Figure 1. Clock network drawn from the DEF (run 1).
Drawn at 2 px/um.
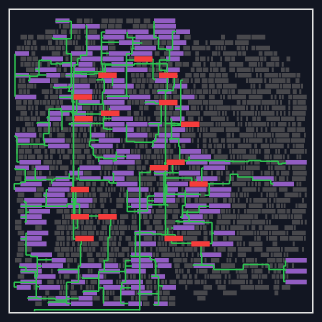
Figure 2. Clock nets (run 1).
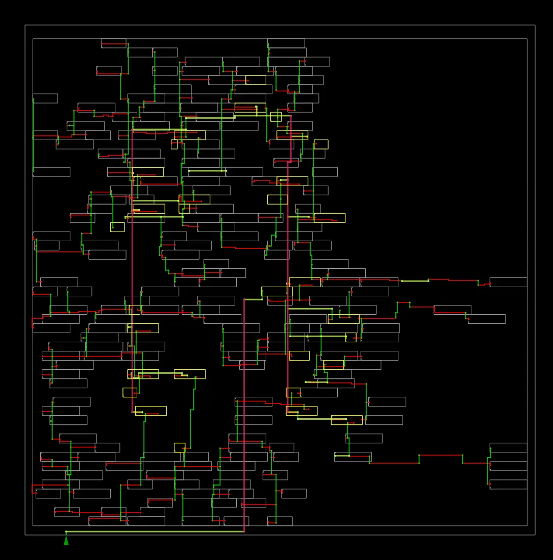
Figure 3. Cells by drive strength (run 1).
Drawn at 3 px/um.
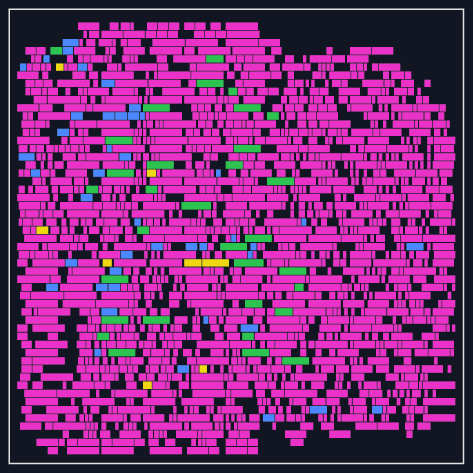
--- src/rtl/keychain_pkg.sv ---
// -----------------------------------------------------------------------------
// keychain_pkg
// Shared types and constants for the keychain RSA datapath blocks.
//   mod_inverse_state_t : sequencing states of the modular-inverse engine
//   div_latency()       : cycles from divider start pulse to done pulse
// -----------------------------------------------------------------------------
package keychain_pkg;

  typedef enum logic [2:0] {
    IDLE,
    CHECK,
    REDUCE,
    DIVIDE,
    UPDATE,
    FIXUP,
    DONE
  } mod_inverse_state_t;

  // One load cycle plus one shift-subtract step per quotient bit.
  function automatic int div_latency(input int width);
    return width + 1;
  endfunction

endpackage

--- src/rtl/divmod_seq.sv ---
// -----------------------------------------------------------------------------
// divmod_seq
// Restoring shift-subtract divider. A start pulse captures the operands; the
// done pulse arrives div_latency(WIDTH) cycles later and quotient/remainder
// then hold until the next start.
// Ports:
//   clk_in        system clock
//   rst_in        synchronous reset, active-high
//   start_in      one-cycle start request (operands sampled with it)
//   dividend_in   unsigned dividend
//   divisor_in    unsigned divisor (must be non-zero for a meaningful result)
//   quotient_out  dividend / divisor
//   remainder_out dividend % divisor
//   done_out      one-cycle pulse when quotient/remainder are final
// -----------------------------------------------------------------------------
module divmod_seq
  import keychain_pkg::*;
#(
  parameter int WIDTH = 16
) (
  input  logic             clk_in,
  input  logic             rst_in,
  input  logic             start_in,
  input  logic [WIDTH-1:0] dividend_in,
  input  logic [WIDTH-1:0] divisor_in,
  output logic [WIDTH-1:0] quotient_out,
  output logic [WIDTH-1:0] remainder_out,
  output logic             done_out
);

  localparam int LAT   = div_latency(WIDTH);
  localparam int CNT_W = $clog2(LAT + 1);

  logic             busy;
  logic [CNT_W-1:0] cnt;
  logic [WIDTH-1:0] divisor_reg;
  logic [WIDTH:0]   rem_shift;
  logic [WIDTH:0]   rem_diff;

  // Partial remainder shifted left with the next dividend bit; a set top bit
  // in the trial difference means the subtraction borrowed (restore).
  assign rem_shift = {remainder_out, quotient_out[WIDTH-1]};
  assign rem_diff  = rem_shift - {1'b0, divisor_reg};

  // NOTE: sequential state uses non-blocking (<=) so every register samples
  // pre-edge values regardless of statement order.
  always_ff @(posedge clk_in) begin
    if (rst_in) begin
      busy          <= 1'b0;
      done_out      <= 1'b0;
      cnt           <= '0;
      quotient_out  <= '0;
      remainder_out <= '0;
    end else begin
      done_out <= 1'b0;
      if (start_in) begin
        quotient_out  <= dividend_in;
        remainder_out <= '0;
        divisor_reg   <= divisor_in;
        cnt           <= '0;
        busy          <= 1'b1;
      end else if (busy) begin
        if (!rem_diff[WIDTH]) begin
          remainder_out <= rem_diff[WIDTH-1:0];
          quotient_out  <= {quotient_out[WIDTH-2:0], 1'b1};
        end else begin
          remainder_out <= rem_shift[WIDTH-1:0];
          quotient_out  <= {quotient_out[WIDTH-2:0], 1'b0};
        end
        cnt <= cnt + CNT_W'(1);
        if (cnt == CNT_W'(LAT - 2)) begin
          busy     <= 1'b0;
          done_out <= 1'b1;
        end
      end
    end
  end

endmodule

--- src/rtl/mod_inverse.sv ---
// -----------------------------------------------------------------------------
// mod_inverse
// Computes x = a^-1 mod m with the iterative extended Euclidean algorithm
// (remainder sequence r0/r1, Bezout coefficient sequence t0/t1).
// Ports:
//   clk_in      system clock
//   rst_in      synchronous reset, active-high
//   ready_in    start request, sampled only in IDLE
//   value_in    a, captured on accepted start
//   modulus_in  m, captured on accepted start
//   value_out   inverse in [1,m-1], 0 on error; held until next completion
//   error_out   1 = no inverse (gcd(a,m) != 1 or m < 2)
//   busy_out    high from the cycle after accepted start until result registered
//   valid_out   one-cycle completion pulse
//   iter_out    Euclid iteration count of last job (MOD_INVERSE_ITER_EN only)
// Build option: define MOD_INVERSE_ITER_EN to add iter_out and its counter.
// -----------------------------------------------------------------------------
module mod_inverse
  import keychain_pkg::*;
#(
  parameter int WIDTH = 16
) (
  input  logic             clk_in,
  input  logic             rst_in,
  input  logic             ready_in,
  input  logic [WIDTH-1:0] value_in,
  input  logic [WIDTH-1:0] modulus_in,
  output logic [WIDTH-1:0] value_out,
  output logic             error_out,
  output logic             busy_out,
  output logic             valid_out
`ifdef MOD_INVERSE_ITER_EN
  ,
  output logic [WIDTH-1:0] iter_out
`endif
);

  mod_inverse_state_t state;

  logic [WIDTH-1:0]  a_reg, m_reg;
  logic [WIDTH-1:0]  r0, r1;
  logic signed [WIDTH:0] t0, t1;
  logic [WIDTH-1:0]  res;
  logic              err;
  logic              div_wait;
  logic              last_busy;
`ifdef MOD_INVERSE_ITER_EN
  logic [WIDTH-1:0]  iter_cnt;
`endif

  logic              div_start;
  logic [WIDTH-1:0]  div_dividend, div_divisor;
  logic [WIDTH-1:0]  div_quo, div_rem;
  logic              div_done;
  logic signed [WIDTH:0] qt;
  logic [WIDTH-1:0]  fixed;

  divmod_seq #(.WIDTH(WIDTH)) u_div (
    .clk_in       (clk_in),
    .rst_in       (rst_in),
    .start_in     (div_start),
    .dividend_in  (div_dividend),
    .divisor_in   (div_divisor),
    .quotient_out (div_quo),
    .remainder_out(div_rem),
    .done_out     (div_done)
  );

  // Divider is started combinationally from the state so each Euclid step
  // costs exactly the divider latency plus the DIVIDE and UPDATE cycles.
  // NOTE: every always_comb output gets a default first so no path leaves
  // a signal unassigned, which would infer a latch.
  always_comb begin
    div_start    = 1'b0;
    div_dividend = r0;
    div_divisor  = r1;
    if (state == CHECK) begin
      div_dividend = a_reg;
      div_divisor  = m_reg;
      div_start    = (m_reg >= WIDTH'(2));
    end else if (state == DIVIDE) begin
      div_start = !div_wait && (r1 != '0);
    end
  end

  // |t| never exceeds m, so q*t1 is exact when kept at WIDTH+1 bits.
  assign qt = $signed({1'b0, div_quo}) * t1;

  // Negative t0 maps into [0,m) by adding m; modulo-2^WIDTH wrap is exact.
  always_comb begin
    fixed = t0[WIDTH-1:0];
    if (t0[WIDTH]) fixed = t0[WIDTH-1:0] + m_reg;
  end

  assign valid_out = last_busy && !busy_out;

  // NOTE: only control state and outputs are reset; datapath registers are
  // always written before they are read, so clearing them buys nothing.
  always_ff @(posedge clk_in) begin
    if (rst_in) begin
      state     <= IDLE;
      busy_out  <= 1'b0;
      last_busy <= 1'b0;
      value_out <= '0;
      error_out <= 1'b0;
      div_wait  <= 1'b0;
`ifdef MOD_INVERSE_ITER_EN
      iter_out  <= '0;
      iter_cnt  <= '0;
`endif
    end else begin
      last_busy <= busy_out;
      case (state)
        IDLE: begin
          if (ready_in) begin
            a_reg    <= value_in;
            m_reg    <= modulus_in;
            busy_out <= 1'b1;
            state    <= CHECK;
`ifdef MOD_INVERSE_ITER_EN
            iter_cnt <= '0;
`endif
          end
        end
        CHECK: begin
          if (m_reg < WIDTH'(2)) begin
            res   <= '0;
            err   <= 1'b1;
            state <= DONE;
          end else begin
            r0    <= m_reg;
            t0    <= '0;
            t1    <= (WIDTH+1)'(1);
            state <= REDUCE;
          end
        end
        REDUCE: begin
          if (div_done) begin
            r1    <= div_rem;
            state <= DIVIDE;
          end
        end
        DIVIDE: begin
          if (!div_wait) begin
            if (r1 == '0) state <= FIXUP;
            else          div_wait <= 1'b1;
          end else if (div_done) begin
            div_wait <= 1'b0;
            state    <= UPDATE;
          end
        end
        UPDATE: begin
          r0    <= r1;
          r1    <= div_rem;
          t0    <= t1;
          t1    <= t0 - qt;
          state <= DIVIDE;
`ifdef MOD_INVERSE_ITER_EN
          iter_cnt <= iter_cnt + WIDTH'(1);
`endif
        end
        FIXUP: begin
          if (r0 != WIDTH'(1)) begin
            res <= '0;
            err <= 1'b1;
          end else begin
            res <= fixed;
            err <= 1'b0;
          end
          state <= DONE;
        end
        DONE: begin
          value_out <= res;
          error_out <= err;
          busy_out  <= 1'b0;
          state     <= IDLE;
`ifdef MOD_INVERSE_ITER_EN
          iter_out  <= iter_cnt;
`endif
        end
        default: state <= IDLE;
      endcase
    end
  end

endmodule

--- config.mk ---
export PLATFORM = sky130hd
export DESIGN_NAME = mod_inverse
export DESIGN_NICKNAME = d
export VERILOG_FILES = /design/src/rtl/keychain_pkg.sv /design/src/rtl/divmod_seq.sv /design/src/rtl/mod_inverse.sv
export SDC_FILE = /design/constraint.sdc
export NUM_CORES = 1
export LEC_CHECK = 0
export CAP_MARGIN = 20
export CORE_MARGIN = 2
export CORE_UTILIZATION = 66
export DETAILED_ROUTE_END_ITERATION = 16
export GPL_TIMING_DRIVEN = 0
export HOLD_SLACK_MARGIN = 0.02
export PLACE_DENSITY = 0.83
export SLEW_MARGIN = 20
export SYNTH_ARGS = -nofsm -noshare
export SYNTH_HDL_FRONTEND = slang
export SYNTH_SLANG_ARGS = --single-unit
--- constraint.sdc ---
create_clock -name clk_in -period 15.3 [get_ports clk_in]
set_input_delay 3.06 -clock clk_in [delete_from_list [all_inputs] [get_ports clk_in]]
set_output_delay 3.06 -clock clk_in [all_outputs]
set_load 0.02 [all_outputs]
==> results.yml, run 1 <==
# generated from flow reports
setup_path:
  required_ps: 15480
  crit_chain: "clkbuf_1 -> nand2_1 -> fa_1 -> fa_1 -> inv_1 -> fa_1 -> inv_1 -> fa_1 -> fa_1 -> fa_1 -> ha_1 -> nand2_1 -> o311ai_1 -> o41ai_2 -> o21ai_1 -> xnor2_1 -> nor2_1"
  endpoint_kind: "flop"
  endpoint: "t1[16]"
  r2r_start: "t1[0]"
  path_buffers: 3
  crit_arrival_ps: 6540
  crit_cells: 17
  crit_type: "flop to flop"
  worst_r2r_endpoint: "t1[16]"
  cp-start-kind: "flop"
  max_stage_delay_ps: 590
  cp_top_family: "adder cells"
  startpoint: "t1[0]"
  slowest_stage: "fa_1"
  r2r_cells: 17
final_layout:
  drive_gt1_share_pct: 5.537
  n_fill_cell: 1454
  flop_area_mm2: 0.005175
  final_common_cell: "nand2_1"
  final_cell_mix: "193 x nand2_1, 168 x inv_1, 131 x edfxtp_1"
  final_cell_area_mm2: 0.01583
  fin_cells: 1775
  reg_top3: "t0: 17 flops, t1: 17 flops"
  combGateArea_mm2: 0.008224
  area_growth_pct: 11.05
synth:
  synth_area_leader_cell: "edfxtp_1"
  edf_count: 131
  ys_cells: 1410
  ff_type: "edfxtp_1"
  syn_area_mm2: 0.01425
  synth_chip_area_mm2: 0.01425
  synth_nets: 1651
  synth.distinct_cells: 70
  syn_area_per_cell_um2: 10.11
  topCellsByArea: "edfxtp_1 28%, fa_1 16%, dfxtp_1 8.7%"
  ys.flops: 193
  synthArstFlopShare_pct: 0
  top_area_share_pct: 27.61
  ys_seq_share_pct: 36.32
  synth_cells: 1410
clock_network:
  cts_made_buffers: 17
  cts_root_buf: "clkbuf_16"
  tritoncts: "done"
  worstSkewPairLatency_ps: 450
  clkTransAtPathRegs_ps: 80
  cts_resized: 0
  clockBufferDepth: 2
  post_cts_buffers: 0
placed_design:
  dp_hpwl_um: 27250
  port_buffers: 52
  place_inst: 1742
  post_dp_cell_area_mm2: 0.01523
  place.gp.congestion: 0.9153
drt:
  drt-initial-drc-count: 1032
  viasPerCell: 5.984
  ant_nets: 0
  routed_wl_um: 35660
  drt_pass1_iterations: 5
  via_count: 10620
  drc: 0
global_route:
  grt_usage_pct: 32.70
  grt_pass1_vias: 10560
  grt_pass1_wl_um: 55830
  antenna_found_initial: 0
  grt_max_degree: 34
  overflow: 0
timing:
  worst_slew_pin_slew_ps: 783.6
  final-setup-viol-count: 0
  min_period_ps: 6355
  rsz0062_at_grt: "no"
  hold_viol_final: 0
  fin_setup_tns_ps: 0
  slew_headroom_pct: 47.76
  fmax_mhz: 157.3
  slew_violations: 0
job:
  warnings: 30
die:
  die_h_um: 150.9
  io_pins: 54
  die_x_um: 150.9
  fp.dieArea_mm2: 0.02278
  rows: 53
  core_area_mm2: 0.02109
  fp_util_pct: 67.57
status:
  status: "finished, final reports clean"
pwr:
  power-per-cell-area_mw_per_mm2: 146.5
  ir_drop_uv: 114.7
  p_leak_uw: 0.006383
worst_hold_path:
  min_path_type: "flop to flop"
About Figure 1:
legend:
  purple:
    item: flip-flops
    count: 193
  red:
    item: clock drivers
    count: 17
  green:
    item: clock wires
    length: 2270 um
routed clock nets: 18

About Figure 2:
CLK BUF: 17
clock sink count: 193
flip-flops: 193
Worst Clk Skew: 18.25 ps

About Figure 3:
legend:
  yellow:
    size: _3 and _4 cells
    cells: 8
    most_used: clkinv_4
  blue:
    size: _2 cells
    cells: 43
    most_used: mux2_2
  green:
    size: _6 and larger
    cells: 32
    most_used: clkbuf_16
  magenta:
    size: _0 and _1 cells
    cells: 1416
    most_used: nand2_1

-- run 1: Yosys cell counts (3+ instances only) --
library cell / count
nand2_1: 193
inv_1: 168
edfxtp_1: 131
fa_1: 112
ha_1: 94
and2_1: 93
dfxtp_1: 62
a21oi_1: 59
nor2_1: 57
clkbuf_1: 53
xnor2_1: 52
a211oi_1: 38
mux2i_1: 38
nor2b_1: 27
o21ai_0: 23
xor2_1: 20
nor3_1: 19
mux2_2: 17
nand3_1: 13
o21a_1: 13
and3_1: 9
nor4_1: 9
nand2b_1: 8
or3_1: 8
a21o_1: 7
nand4_1: 7
buf_2: 5
nand4b_1: 4
nor3b_1: 4
o21bai_1: 4
a21boi_0: 3
a311oi_1: 3
buf_1: 3
nand3b_1: 3
o211ai_1: 3
o21ai_1: 3
o31a_1: 3
o31ai_1: 3
or2_2: 3
-- run 1: per-stage QoR --
| step | setup WS, ps | util, % | hold WS (ps) | power, uW |
|---|---|---|---|---|
| after floorplan | 8934 | - | 431.2 | 1570 |
| after global placement | 7585 | 71.67 | 444.6 | 1817 |
| after detailed placement | 9036 | 72.24 | 447.3 | 1864 |
| after CTS | 9017 | 75.03 | 458.4 | 2313 |
| after global routing | 8729 | 75.03 | 476.8 | 2485 |
| final | 8945 | 75.04 | 453.5 | 2319 |
-- run 1: cells by family (layout without fill, tap and decap cells) --
logic type / Yosys count / count (layout) / share of synthesized area, %
simple gates: 466 / 466 / 16.11
buf+inv: 231 / 320 / 6.208
fa+ha+maj: 206 / 206 / 23.99
flops: 193 / 193 / 36.32
compound gates: 186 / 186 / 8.824
xor+xnor: 73 / 73 / 4.540
mux: 55 / 55 / 4.013
other cells: 0 / 1 / 0
-- run 1: worst min-delay path by stage --
stage	start	endpoint	slack, ps	cells past startpoint
final	value_out[15]	value_out[15]	450	2
after global routing	value_out[1]	value_out[1]	480	2
after detailed placement	error_out	error_out	450	2
after floorplan	u_div.remainder_out[15]	r1[15]	430	0
after global placement	value_out[15]	value_out[15]	440	2
after CTS	value_out[15]	value_out[15]	460	2
-- run 1: power by group --
group / total [uW] / leakage [uW] / internal [uW] / switching [uW]
combinational: 1260 / 0.00439 / 540 / 722
clock: 445 / 0.000291 / 219 / 225
sequential: 613 / 0.00171 / 585 / 28.0
total: 2320 / 0.00638 / 1340 / 975
-- run 1: routing by layer --
layer,GRT usage (%),wire length (um)
met3,4.729,2497
met5,0,0
met2,54.02,17300
met1,41.43,14010
met4,18.69,1850
-- run 1: worst register-to-register path, cell delays in order (launching register included) --
cell and delay [ps]:
edfxtp_1 580, clkbuf_1 500, nand2_1 180, fa_1 530, fa_1 520, inv_1 50, fa_1 490, inv_1 60
fa_1 490, fa_1 590, fa_1 430, ha_1 390, nand2_1 90, o311ai_1 570, o41ai_2 160, o21ai_1 240
xnor2_1 170, nor2_1 60
-- run 1: final cells by class --
| cell class | count | area share (%) |
|---|---|---|
| Multi-Input combinational cell | 986 | 51.97 |
| Timing Repair Buffer | 57 | 3.827 |
| Antenna cell | 1 | 0.01581 |
| Sequential cell | 193 | 32.70 |
| Tap cell | 275 | 2.174 |
| Inverter | 168 | 3.985 |
| Clock buffer | 17 | 2.688 |
| Clock inverter | 15 | 1.036 |
| Buffer | 63 | 1.605 |
==> inputs of run 2 (changes only) <==
Settings changed: CORE_UTILIZATION 66 to 63, PLACE_DENSITY 0.83 to 0.8.
Clock period 15.3 ns to 6.5 ns, I/O delays scaled along.
Figure 4. Metal 3 (run 2).
Drawn at 3 px/um.
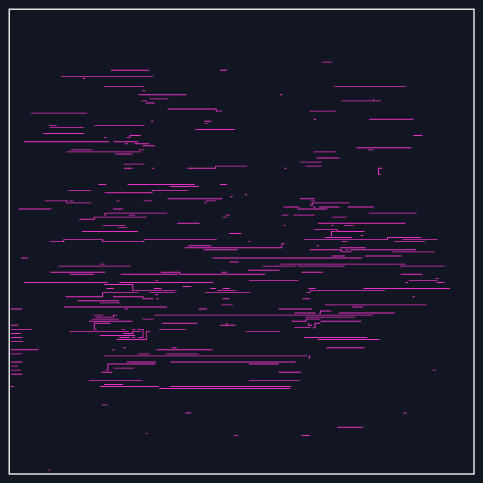
wire length on this layer: 2400 um
nets with wire on the layer: 150

Figure 5. Cells by drive strength (run 2).
Drawn at 3 px/um.
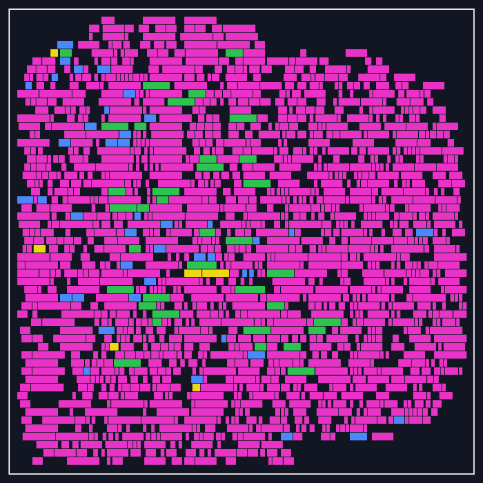
legend:
  magenta:
    size: _0 and _1 cells
    cells: 1416
    most_used: nand2_1
  green:
    size: _6 and larger
    cells: 36
    most_used: clkbuf_16
  yellow:
    size: _3 and _4 cells
    cells: 6
    most_used: buf_4
  blue:
    size: _2 cells
    cells: 42
    most_used: mux2_2

==> run 2 against run 1 <==
  * Flip-flop count unchanged
  * Global-route usage down 2.3 points
  * Clock skew about the same
  * Combinational power increased by 140%
  * Largest power group unchanged
==> results.yml, run 2 <==
# generated from flow reports
status:
  status: "finished, final reports clean"
pwr:
  seqPwrFrac_pct: 26.2
  comb_power_share_pct: 54.1
  p_int_uw: 3173
  netSwitchingFraction_pct: 42.43
  switchingPower_uw: 2338
  p_leak_uw: 0.006403
synth:
  netlist_logic_family_top: "adder cells"
  ys_sh_xor_pct: 4.539
  ys_cells: 1410
  synth_chip_area_mm2: 0.01425
  yosys-top-cells-count: "193 x nand2_1, 168 x inv_1, 131 x edfxtp_1, 112 x fa_1, 94 x ha_1"
  ys.flops: 193
  synth_area_leader_cell: "edfxtp_1"
  synth_nets: 1651
  synth_top_cell_by_count: "nand2_1"
  syn_area_mm2: 0.01425
  top_area_share_pct: 27.61
  syn_area_per_cell_um2: 10.11
  ys_sh_mux_pct: 4.013
  synthArstFlopShare_pct: 0
  ff_type: "edfxtp_1"
  adder_share_pct: 23.99
  synth.distinct_cells: 70
  ys_sh_aoi_pct: 8.824
  ys_seq_share_pct: 36.32
  synth_cells: 1410
  synthSimpleGateAreaFrac_pct: 16.11
  topCellsByArea: "edfxtp_1 28%, fa_1 16%, dfxtp_1 8.7%"
setup_path:
  startpoint: "t1[0]"
  endpoint: "t1[16]"
  cp-start-kind: "flop"
  crit_type: "flop to flop"
  required_ps: 6670
  endpoint_kind: "flop"
  r2r_start: "t1[0]"
  worst_r2r_endpoint: "t1[16]"
  r2r_cells: 19
  crit_arrival_ps: 6410
final_layout:
  area_growth_pct: 11.54
  final_common_cell: "nand2_1"
  reg_top3: "t0: 17 flops, t1: 17 flops"
  drive_gt1_share_pct: 5.600
timing:
  final-setup-viol-count: 0
  rsz0062_at_grt: "no"
  worst_slew_pin_slew_ps: 811.1
  min_period_ps: 6242
  setup_ws_ps: 257.7
  slew_headroom_pct: 45.93
  fmax_mhz: 160.2
  slew_violations: 0
  fin_setup_tns_ps: 0
  finalClockSkew_ps: 18.74
clock_network:
  worstSkewPairLatency_ps: 450
  tritoncts: "done"
  post_cts_buffers: 0
  clkTransAtPathRegs_ps: 80
  cts_root_buf: "clkbuf_16"
  cts_made_buffers: 17
  cts_num_sinks: 193
worst_hold_path:
  min_path_type: "flop to flop"
drt:
  drt-initial-drc-count: 886
  routed_wl_um: 34910
  viasPerCell: 5.926
  via_count: 10590
  drc: 0
  ant_nets: 0
global_route:
  grt_pass1_vias: 10560
  grt_usage_pct: 30.39
  grt_pass1_wl_um: 55690
  grt_max_degree: 24
  overflow: 0
die:
  die_x_um: 154.4
  die_h_um: 154.4
  fp.dieArea_mm2: 0.02384
  fp_util_pct: 63.52
  rows: 55
placed_design:
  port_buffers: 52
  place.gp.congestion: 0.9232
  place_ws_ps: 374.9
job:
  warnings: 30
Figure 6. Clock network drawn from the DEF (run 2).
Drawn at 2 px/um.
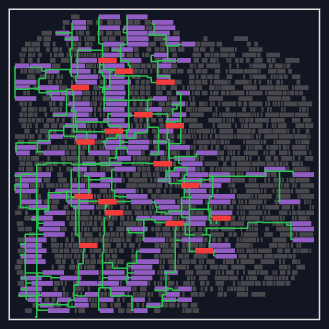
legend:
  green:
    item: clock wires
    length: 2210 um
  red:
    item: clock drivers
    count: 17
  purple:
    item: flip-flops
    count: 193
routed clock nets: 18

-- run 2: power by group through the flow --
| stage | Combinational, uW | Clock, uW | Sequential, uW |
|---|---|---|---|
| after floorplan | 2260 | 0 | 1440 |
| after global placement | 2840 | 0 | 1470 |
| after detailed placement | 2930 | 0 | 1470 |
| after CTS | 2960 | 1090 | 1440 |
| after global routing | 3320 | 1130 | 1450 |
| final | 2980 | 1090 | 1440 |
-- run 2: worst min path at each step --
stage	start	end	depth (start not counted)
3_5_place_dp	value_out[13]	value_out[13]	2
5_1_grt	value_out[14]	value_out[14]	2
6_report	value_out[13]	value_out[13]	2
3_3_place_gp	value_out[11]	value_out[11]	2
2_1_floorplan	u_div.remainder_out[15]	r1[15]	0
4_1_cts	value_out[13]	value_out[13]	2
-- run 2: kinds of logic after synthesis --
kind of cell / count (synthesis)
DFF: 193
AOI/OAI and AO/OA: 186
buffers and inverters: 231
muxes: 55
xor gates and xnor gates: 73
adders and majority gates: 206
and+or+nand+nor: 466
-- run 2: through the flow --
stage / instances / utilization [%] / area, um2 / total power, uW / hold slack, ps
after floorplan: 1410 / - / 14250 / 3696 / 431.2
after global placement: 1747 / 67.43 / 15130 / 4309 / 444.9
after detailed placement: 1753 / 68.03 / 15260 / 4399 / 449.4
after CTS: 1785 / 70.83 / 15890 / 5488 / 460.8
after global routing: 1785 / 70.83 / 15890 / 5905 / 487.6
final: 1787 / 70.85 / 15890 / 5511 / 457.7
-- run 2: area by class of cell --
type / instances / area, um2
clock buffers: 17 / 425.4
multi-input cells: 986 / 8224
well taps: 285 / 356.6
inverters: 168 / 630.6
clock inverters: 15 / 202.7
flip-flops and latches: 193 / 5175
diodes: 2 / 5.005
fillers: 1631 / 6540
plain buffers: 63 / 254.0
repair buffers: 58 / 620.6
-- run 2: routing by layer --
metal	GRT usage [%]	share of wire [%]
met1	38.28	39
met2	52.94	49
met3	4.175	6.9
met4	13.10	4.4
met5	0	0
-- run 2: worst max-delay path: stages, from the launching register on --
cell,delay [ps]
edfxtp_1,560
clkbuf_1,460
nand2_1,160
fa_1,520
fa_1,520
inv_1,50
fa_1,470
inv_1,60
fa_1,480
fa_1,550
inv_1,50
fa_1,480
inv_1,40
ha_1,310
nand2_1,80
o311ai_1,530
o41ai_2,150
o21ai_1,250
xnor2_1,180
nor2_1,60
==> inputs of run 3 (changes only) <==
Settings changed: SLEW_MARGIN 20 to default.
Figure 7. Metal 3 (run 3).
Drawn at 3 px/um.
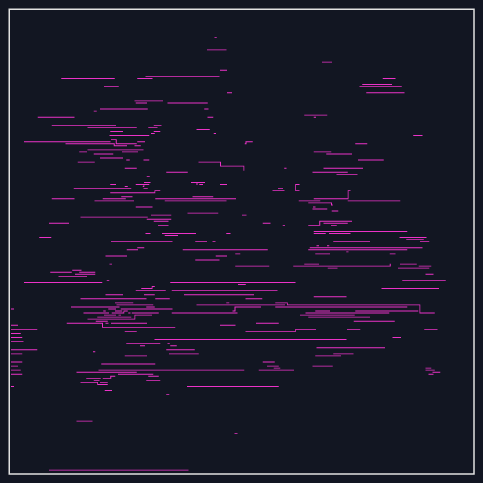
main direction: horizontal
longest straight run: 63.7 um
nets with wire on the layer: 164

Figure 8. Wiring heat map (run 3).
Drawn at 2 px/um. The die is cut into 31 by 31 equal tiles; black is low, pale yellow is high, scaled to the fullest tile. Values are wire area over tile area, all layers added.
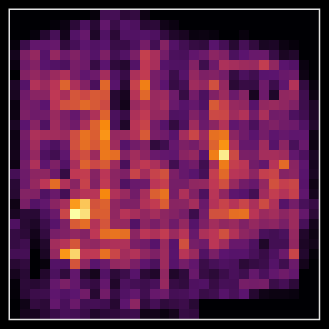
fullest tile: 0.85
tiles over half the peak: 12%
mean over tiles: 0.24
nearly empty tiles: 11%

==> run 3 against run 2 <==
  * Critical path depth is the same
  * Total power down 0.46%
  * Synthesized area did not move
  * Global-route usage fell by 0.32 points
  * Setup slack improved by 25 ps
  * Utilization shrank 0.40 points
  * Sequential power hardly changed
  * Highest routed layer unchanged
  * Final cell count decreased by 0.28%
  * Via count decreased by 0.81%
  * Maximum frequency up 0.40%
  * Count of clock-buffer cells in the layout is the same
==> results.yml, run 3 <==
# generated from flow reports
status:
  status: "finished, final reports clean"
die:
  fp.dieArea_mm2: 0.02384
  fp_util_pct: 63.52
  die_h_um: 154.4
timing:
  fmax_mhz: 160.8
  rsz0062_at_grt: "no"
  slew_violations: 0
pwr:
  power-per-cell-area_mw_per_mm2: 347.1
  p_int_uw: 3192
  switchingPower_uw: 2293
  comb_power_share_pct: 54.0
  seqPwrFrac_pct: 26.3
global_route:
  grt_pass1_wl_um: 54990
  grt_max_degree: 34
  grt_usage_pct: 30.07
  overflow: 0
synth:
  synth_area_leader_cell: "edfxtp_1"
  synthArstFlopShare_pct: 0
  ys.flops: 193
setup_path:
  crit_type: "flop to flop"
  cp-start-kind: "flop"
  required_ps: 6670
clock_network:
  cts_root_buf: "clkbuf_16"
  tritoncts: "done"
  post_cts_buffers: 0
  clkTransAtPathRegs_ps: 80
final_layout:
  fin_cells: 1782
  area_growth_pct: 10.91
job:
  warnings: 30
placed_design:
  place.gp.congestion: 0.9232
  place_inst: 1749
drt:
  drt-initial-drc-count: 860
  drt_pass1_iterations: 5
  viasPerCell: 5.895
worst_hold_path:
  min_path_type: "flop to flop"
Figure 9. Clock nets (run 3).
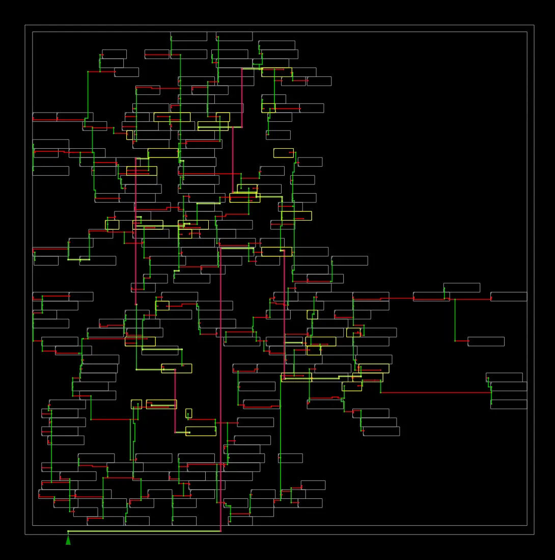
Worst Clk Skew: 24.50 ps
Num CTS Buffers: 17
Clk. pwr: 1080 uW

==> run 3: cell families (layout without fill, tap and decap cells) <==
kind of cell / Yosys count / after routing / synth area share, %
other: 0 / 1 / 0
flip-flops: 193 / 193 / 36.32
AND-OR/OR-AND: 186 / 186 / 8.824
XOR/XNOR: 73 / 73 / 4.540
AND/OR/NAND/NOR: 466 / 466 / 16.11
multiplexers: 55 / 55 / 4.013
adder cells (fa/ha/maj): 206 / 206 / 23.99
buffers and inverters: 231 / 317 / 6.208
==> run 3: final cells by class <==
type	count	area [um2]
multi-input combinational	986	8224
fill	1657	6629
sequential	193	5175
inverter	168	630.6
timing repair buffer	54	551.8
clock buffer	17	425.4
tap	285	356.6
buffer	63	254.0
clock inverter	15	185.2
antenna	1	2.502
==> run 3: metal layers <==
metal	GRT usage, %	wire length [um]	vias up
met5	0	0	-
met4	13.45	1388	0
met3	3.839	2232	90
met2	52.12	17230	440
met1	38.09	13680	5114
li1	-	-	4860
==> run 3: final timing paths <==
kind	from	to	slack (ps)	depth (start not counted)
worst max-delay path	t1[0]	t1[16]	280	19
worst min-delay path	value_out[13]	value_out[13]	460	2
worst max register to register	t1[0]	t1[16]	280	19
worst min register to register	value_out[13]	value_out[13]	460	2
==> run 3: power groups by stage <==
stage / logic, uW / registers [uW] / clock network [uW]
2_1_floorplan: 2260 / 1440 / 0
3_3_place_gp: 2840 / 1470 / 0
4_1_cts: 2950 / 1440 / 1080
5_1_grt: 3320 / 1450 / 1130
3_5_place_dp: 2920 / 1470 / 0
6_report: 2960 / 1440 / 1080
==> run 3: per-stage QoR <==
| stage | setup slack, ps | cell area, um2 | hold WS (ps) | total power, uW |
|---|---|---|---|---|
| CTS | 333.1 | 15800 | 460.1 | 5470 |
| finish | 282.8 | 15810 | 456.7 | 5486 |
| detailed placement | 390.3 | 15190 | 449.4 | 4392 |
| floorplan | 1110 | 14250 | 431.2 | 3696 |
| global route | 24.02 | 15800 | 486.6 | 5892 |
| global placement | 402.9 | 15130 | 444.9 | 4309 |
==> run 3: worst max-delay path, stage by stage (launching register included) <==
cell and delay, ps:
edfxtp_1 530, clkbuf_1 470, nand2_1 160, fa_1 520, fa_1 520, inv_1 50
fa_1 470, inv_1 60, fa_1 480, fa_1 550, inv_1 50, fa_1 480
inv_1 40, ha_1 310, nand2_1 80, o311ai_1 550, o41ai_2 160, o21ai_1 240
xnor2_1 170, nor2_1 60
Power figures rest on the tool's default switching activity, not on a simulated workload.
